===== src/rtl/eth_adapt_pkg.sv =====
// Shared types and constants for the Ethernet adaptation block:
// completer FSM states, pserr encodings and the sequencer command codes.
package eth_adapt_pkg;

  typedef enum logic [2:0] {
    ST_IDLE   = 3'd0,
    ST_AV_REQ = 3'd1,
    ST_RESP   = 3'd2,
    ST_DRAIN  = 3'd3
  } cmp_state_e;

  localparam logic PSERR_NONE = 1'b0;
  localparam logic PSERR_SET  = 1'b1;

  typedef enum logic [1:0] {
    CMD_NOP = 2'd0,
    CMD_RD  = 2'd1,
    CMD_WR  = 2'd2
  } cmd_e;

endpackage


===== src/rtl/eth_adapt_apb_completer.sv =====
// APB completer bridging each transfer to an 8-bit Avalon-MM reconfig port,
// with address-window decode, waitrequest timeout and pserr reporting.
module eth_adapt_apb_completer
  import eth_adapt_pkg::*;
#(
  parameter int          ADDR_W      = 10,
  parameter logic [31:0] BASE_ADDR   = 32'h0000_0000,
  parameter int          TIMEOUT_CYC = 1024
) (
  input  logic              clk,
  input  logic              rst_n,
  input  logic              psel,
  input  logic              penable,
  input  logic [31:0]       paddr,
  input  logic              pwrite,
  input  logic [31:0]       pwdata,
  output logic              pready,
  output logic [31:0]       prdata,
  output logic              pserr,
  output logic [ADDR_W-1:0] avmm_address,
  output logic              avmm_read,
  output logic              avmm_write,
  output logic [7:0]        avmm_writedata,
  input  logic [7:0]        avmm_readdata,
  input  logic              avmm_waitrequest,
  output logic [15:0]       stat_timeout_cnt,
  output logic [2:0]        stat_state
);

  localparam int WIN_LSB = ADDR_W + 2;
  localparam int TW      = $clog2(TIMEOUT_CYC + 1);

  cmp_state_e        r_state;
  cmp_state_e        w_state_next;
  logic [ADDR_W-1:0] r_addr;
  logic [7:0]        r_wdata;
  cmd_e              r_cmd;
  logic [31:0]       r_prdata;
  logic              r_pserr;
  logic [TW-1:0]     r_tcnt;
  logic [15:0]       r_timeout_cnt;

  logic w_req;
  logic w_aligned;
  logic w_in_window;
  logic w_timeout;
  logic w_start;
  logic w_done;
  logic w_expire;
  logic w_decode_err;
  logic w_unused_pwdata;

  assign w_req           = psel & penable;
  assign w_aligned       = (paddr[1:0] == 2'b00);
  // BASE_ADDR is window-aligned, so a range check reduces to matching the upper bits.
  assign w_in_window     = (paddr[31:WIN_LSB] == BASE_ADDR[31:WIN_LSB]);
  assign w_timeout       = (r_tcnt == TW'(TIMEOUT_CYC - 1));
  assign w_unused_pwdata = ^pwdata[31:8];

  always_ff @(posedge clk or negedge rst_n) begin
    if (!rst_n) begin
      r_state <= ST_IDLE;
    end else begin
      r_state <= w_state_next;
    end
  end

  always_comb begin
    w_state_next   = r_state;
    w_start        = 1'b0;
    w_done         = 1'b0;
    w_expire       = 1'b0;
    w_decode_err   = 1'b0;
    pready         = 1'b0;
    prdata         = 32'h0;
    pserr          = 1'b0;
    avmm_read      = 1'b0;
    avmm_write     = 1'b0;
    case (r_state)
      ST_IDLE: begin
        if (w_req) begin
          if (!w_aligned || !w_in_window) begin
            w_decode_err = 1'b1;
            w_state_next = ST_RESP;
          end else begin
            w_start      = 1'b1;
            w_state_next = ST_AV_REQ;
          end
        end
      end
      ST_AV_REQ: begin
        avmm_read  = (r_cmd == CMD_RD);
        avmm_write = (r_cmd == CMD_WR);
        if (!avmm_waitrequest) begin
          w_done       = 1'b1;
          w_state_next = ST_RESP;
        end else if (w_timeout) begin
          w_expire     = 1'b1;
          w_state_next = ST_RESP;
        end
      end
      ST_RESP: begin
        // An initiator that dropped psel gets no pready and no drain phase.
        pready       = psel;
        prdata       = psel ? r_prdata : 32'h0;
        pserr        = psel & r_pserr;
        w_state_next = psel ? ST_DRAIN : ST_IDLE;
      end
      ST_DRAIN: begin
        if (!psel) begin
          w_state_next = ST_IDLE;
        end
      end
      default: w_state_next = ST_IDLE;
    endcase
  end

  always_ff @(posedge clk or negedge rst_n) begin
    if (!rst_n) begin
      r_addr        <= '0;
      r_wdata       <= 8'h0;
      r_cmd         <= CMD_NOP;
      r_prdata      <= 32'h0;
      r_pserr       <= PSERR_NONE;
      r_tcnt        <= '0;
      r_timeout_cnt <= 16'h0;
    end else begin
      if (w_start) begin
        r_addr  <= paddr[WIN_LSB-1:2];
        r_wdata <= pwdata[7:0];
        r_cmd   <= pwrite ? CMD_WR : CMD_RD;
        r_tcnt  <= '0;
      end else if (r_state == ST_AV_REQ && avmm_waitrequest && !w_timeout) begin
        r_tcnt <= r_tcnt + 1'b1;
      end

      if (w_decode_err) begin
        r_prdata <= 32'h0;
        r_pserr  <= PSERR_SET;
      end else if (w_done) begin
        r_prdata <= (r_cmd == CMD_RD) ? {24'h0, avmm_readdata} : 32'h0;
        r_pserr  <= PSERR_NONE;
      end else if (w_expire) begin
        r_prdata <= 32'h0;
        r_pserr  <= PSERR_SET;
        if (r_timeout_cnt != 16'hFFFF) begin
          r_timeout_cnt <= r_timeout_cnt + 16'd1;
        end
      end
    end
  end

  assign avmm_address     = r_addr;
  assign avmm_writedata   = r_wdata;
  assign stat_timeout_cnt = r_timeout_cnt;
  assign stat_state       = r_state;

endmodule


===== config.mk =====
export PLATFORM = sky130hd
export DESIGN_NAME = eth_adapt_apb_completer
export DESIGN_NICKNAME = d
export VERILOG_FILES = /design/src/rtl/eth_adapt_pkg.sv /design/src/rtl/eth_adapt_apb_completer.sv
export SDC_FILE = /design/constraint.sdc
export NUM_CORES = 1
export LEC_CHECK = 0
export CAP_MARGIN = 20
export CORE_MARGIN = 2
export CORE_UTILIZATION = 43
export CTS_CLUSTER_SIZE = 10
export DETAILED_ROUTE_END_ITERATION = 8
export GPL_ROUTABILITY_DRIVEN = 0
export PLACE_DENSITY = 0.86
export SLEW_MARGIN = 15
export SYNTH_ARGS = -nofsm -noshare
export SYNTH_HDL_FRONTEND = slang
export SYNTH_SLANG_ARGS = --single-unit

===== constraint.sdc =====
create_clock -name clk -period 3.9 [get_ports clk]
set_input_delay 0.585 -clock clk [delete_from_list [all_inputs] [get_ports clk]]
set_output_delay 0.585 -clock clk [all_outputs]
set_load 0.03 [all_outputs]

**Signal metal coverage by tile**

The die is cut into 17 by 17 equal tiles; black is low, pale yellow is high, scaled to the fullest tile. Values are wire area over tile area, all layers added.
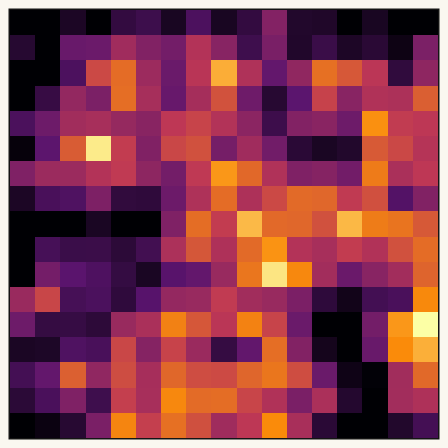
- nearly empty tiles: 9.0%
- mean over tiles: 0.14
- fullest tile: 0.38
- emptiest ninth of the die: west
- tiles over half the peak: 29%

**Cell placement**

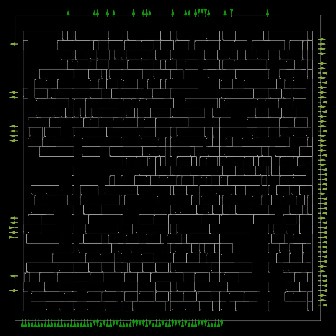
fin cells: 445
sequential cells: 58
Tap Count: 77
row cnt: 29
Core Region: 6420 µm²

**Metal 3**

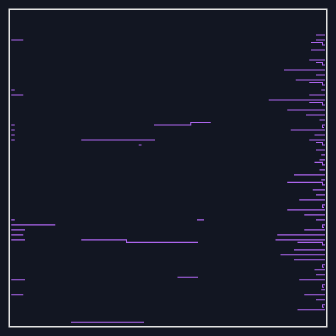
- nets with wire on the layer: 71
- longest straight run: 19.8 µm
- share of all routed wire: 6.2%

==> impl_metrics.tcl <==
# implementation run metrics
set metrics [dict create \
    status "completed" \
    antenna_found_initial 0 \
    hold_ws_ps 264 \
    finalCriticalPeriod_ps 3020 \
    lay_top_cells "clkdlybuf4s50_1 (100), dfrtp_1 (58), conb_1 (25)" \
    clock_net_power_uw 691 \
    warning_count 50 \
    worst_pin_slew_ps 991 \
    comb_area_um2 1290 \
    pwr-share-seq_pct 42.4 \
    numCtsBuffers 9 \
    combPwrFrac_pct 13.1 \
    grt_util_met2_pct 30.8 \
    io_buffers 101 \
    htreeDepth 3 \
    cts_setup_buffers 0 \
    worstPathRequired_ps 3310 \
    ant_nets 0 \
    switchingPower_uw 375 \
    design_power_total_uw 1560 \
    setup_tns_ps 0 \
    drt_iter0_drc 111 \
    met3_usage_pct 3.75 \
    vias_per_cell 4.93 \
    dr_total_vias 2194 \
    grt_pass1_vias 2204 \
    irDropWorstVdd_v 0.000312 \
    comb_share_pct 31.3 \
    netlist.area_leader.share_pct 50.2 \
    comb_cell_power_uw 204 \
    ys_warn_count 0 \
    ys_ff 58 \
    cp_max_fo 9 \
    crit_path_start_kind "input port" \
    grt_use_met1_pct 22.4 \
    yosysSeqAreaShare_pct 50.2 \
    finalNetCount 443 \
    yosys-stat-cells 256 \
    num-nonclk-inverters 6 \
    cts_tree "yes" \
    relSlewSlack_pct 33.5 \
    clockPowerShare_pct 44.4 \
    synthToLayoutAreaGrowth_pct 43.0 \
    ys_types 42 \
    yosys.area.top_type "dfrtp_1" \
    fin_crit_sh_pct 77.4 \
    skew_ps 8.24 \
    common_cells "dfrtp_1 (58), buf_4 (25), mux2_2 (22), nor2_1 (22), xor2_1 (13)" \
    critPathSlowestCell "clkdlybuf4s50_1" \
    avgSynthCellArea_um2 11.3 \
    fmax_ghz 0.331 \
    cp_cell_sequence "clkdlybuf4s50_1, nand2_1, nor2_1, and2_1, clkdlybuf4s50_1" \
    buffers 103 \
    wl_met3_um 396 \
    die_h_um 86.0 \
    max_stage_delay_ps 670 \
    hp-class "input port to async pin" \
    clock_sinks 58 \
    netlist_area_um2 2890 \
    grt_first_pass_wirelength_um 10500 \
    clock_path_buffers 2 \
    regArea_um2 1450 \
    clock_latency_ps 320 \
    fp-utilization_pct 45.1 \
]
## worst max path at each step
stage,end,startpoint,slack (ps)
after global placement,prdata[4],psel,860
after floorplan,prdata[0],stat_state[1],1660
after CTS,prdata[2],psel,860
final,prdata[2],psel,880
after detailed placement,prdata[2],psel,860
after global routing,prdata[2],psel,690
## cells by family after synthesis
kind of cell / synth area share, %
xor gates and xnor gates: 5.75
AOI/OAI and AO/OA: 5.88
other: 0.130
muxes: 8.95
buffers and inverters: 8.43
DFF: 50.2
adders and majority gates: 0.865
and+or+nand+nor: 19.8
## per-stage QoR
| step | setup WS [ps] | cells |
|---|---|---|
| after CTS | 860 | 445 |
| after floorplan | 1660 | 280 |
| final | 880 | 445 |
| after global routing | 695 | 445 |
| after detailed placement | 863 | 429 |
| after global placement | 859 | 429 |
Power and IR drop assume default switching activity.
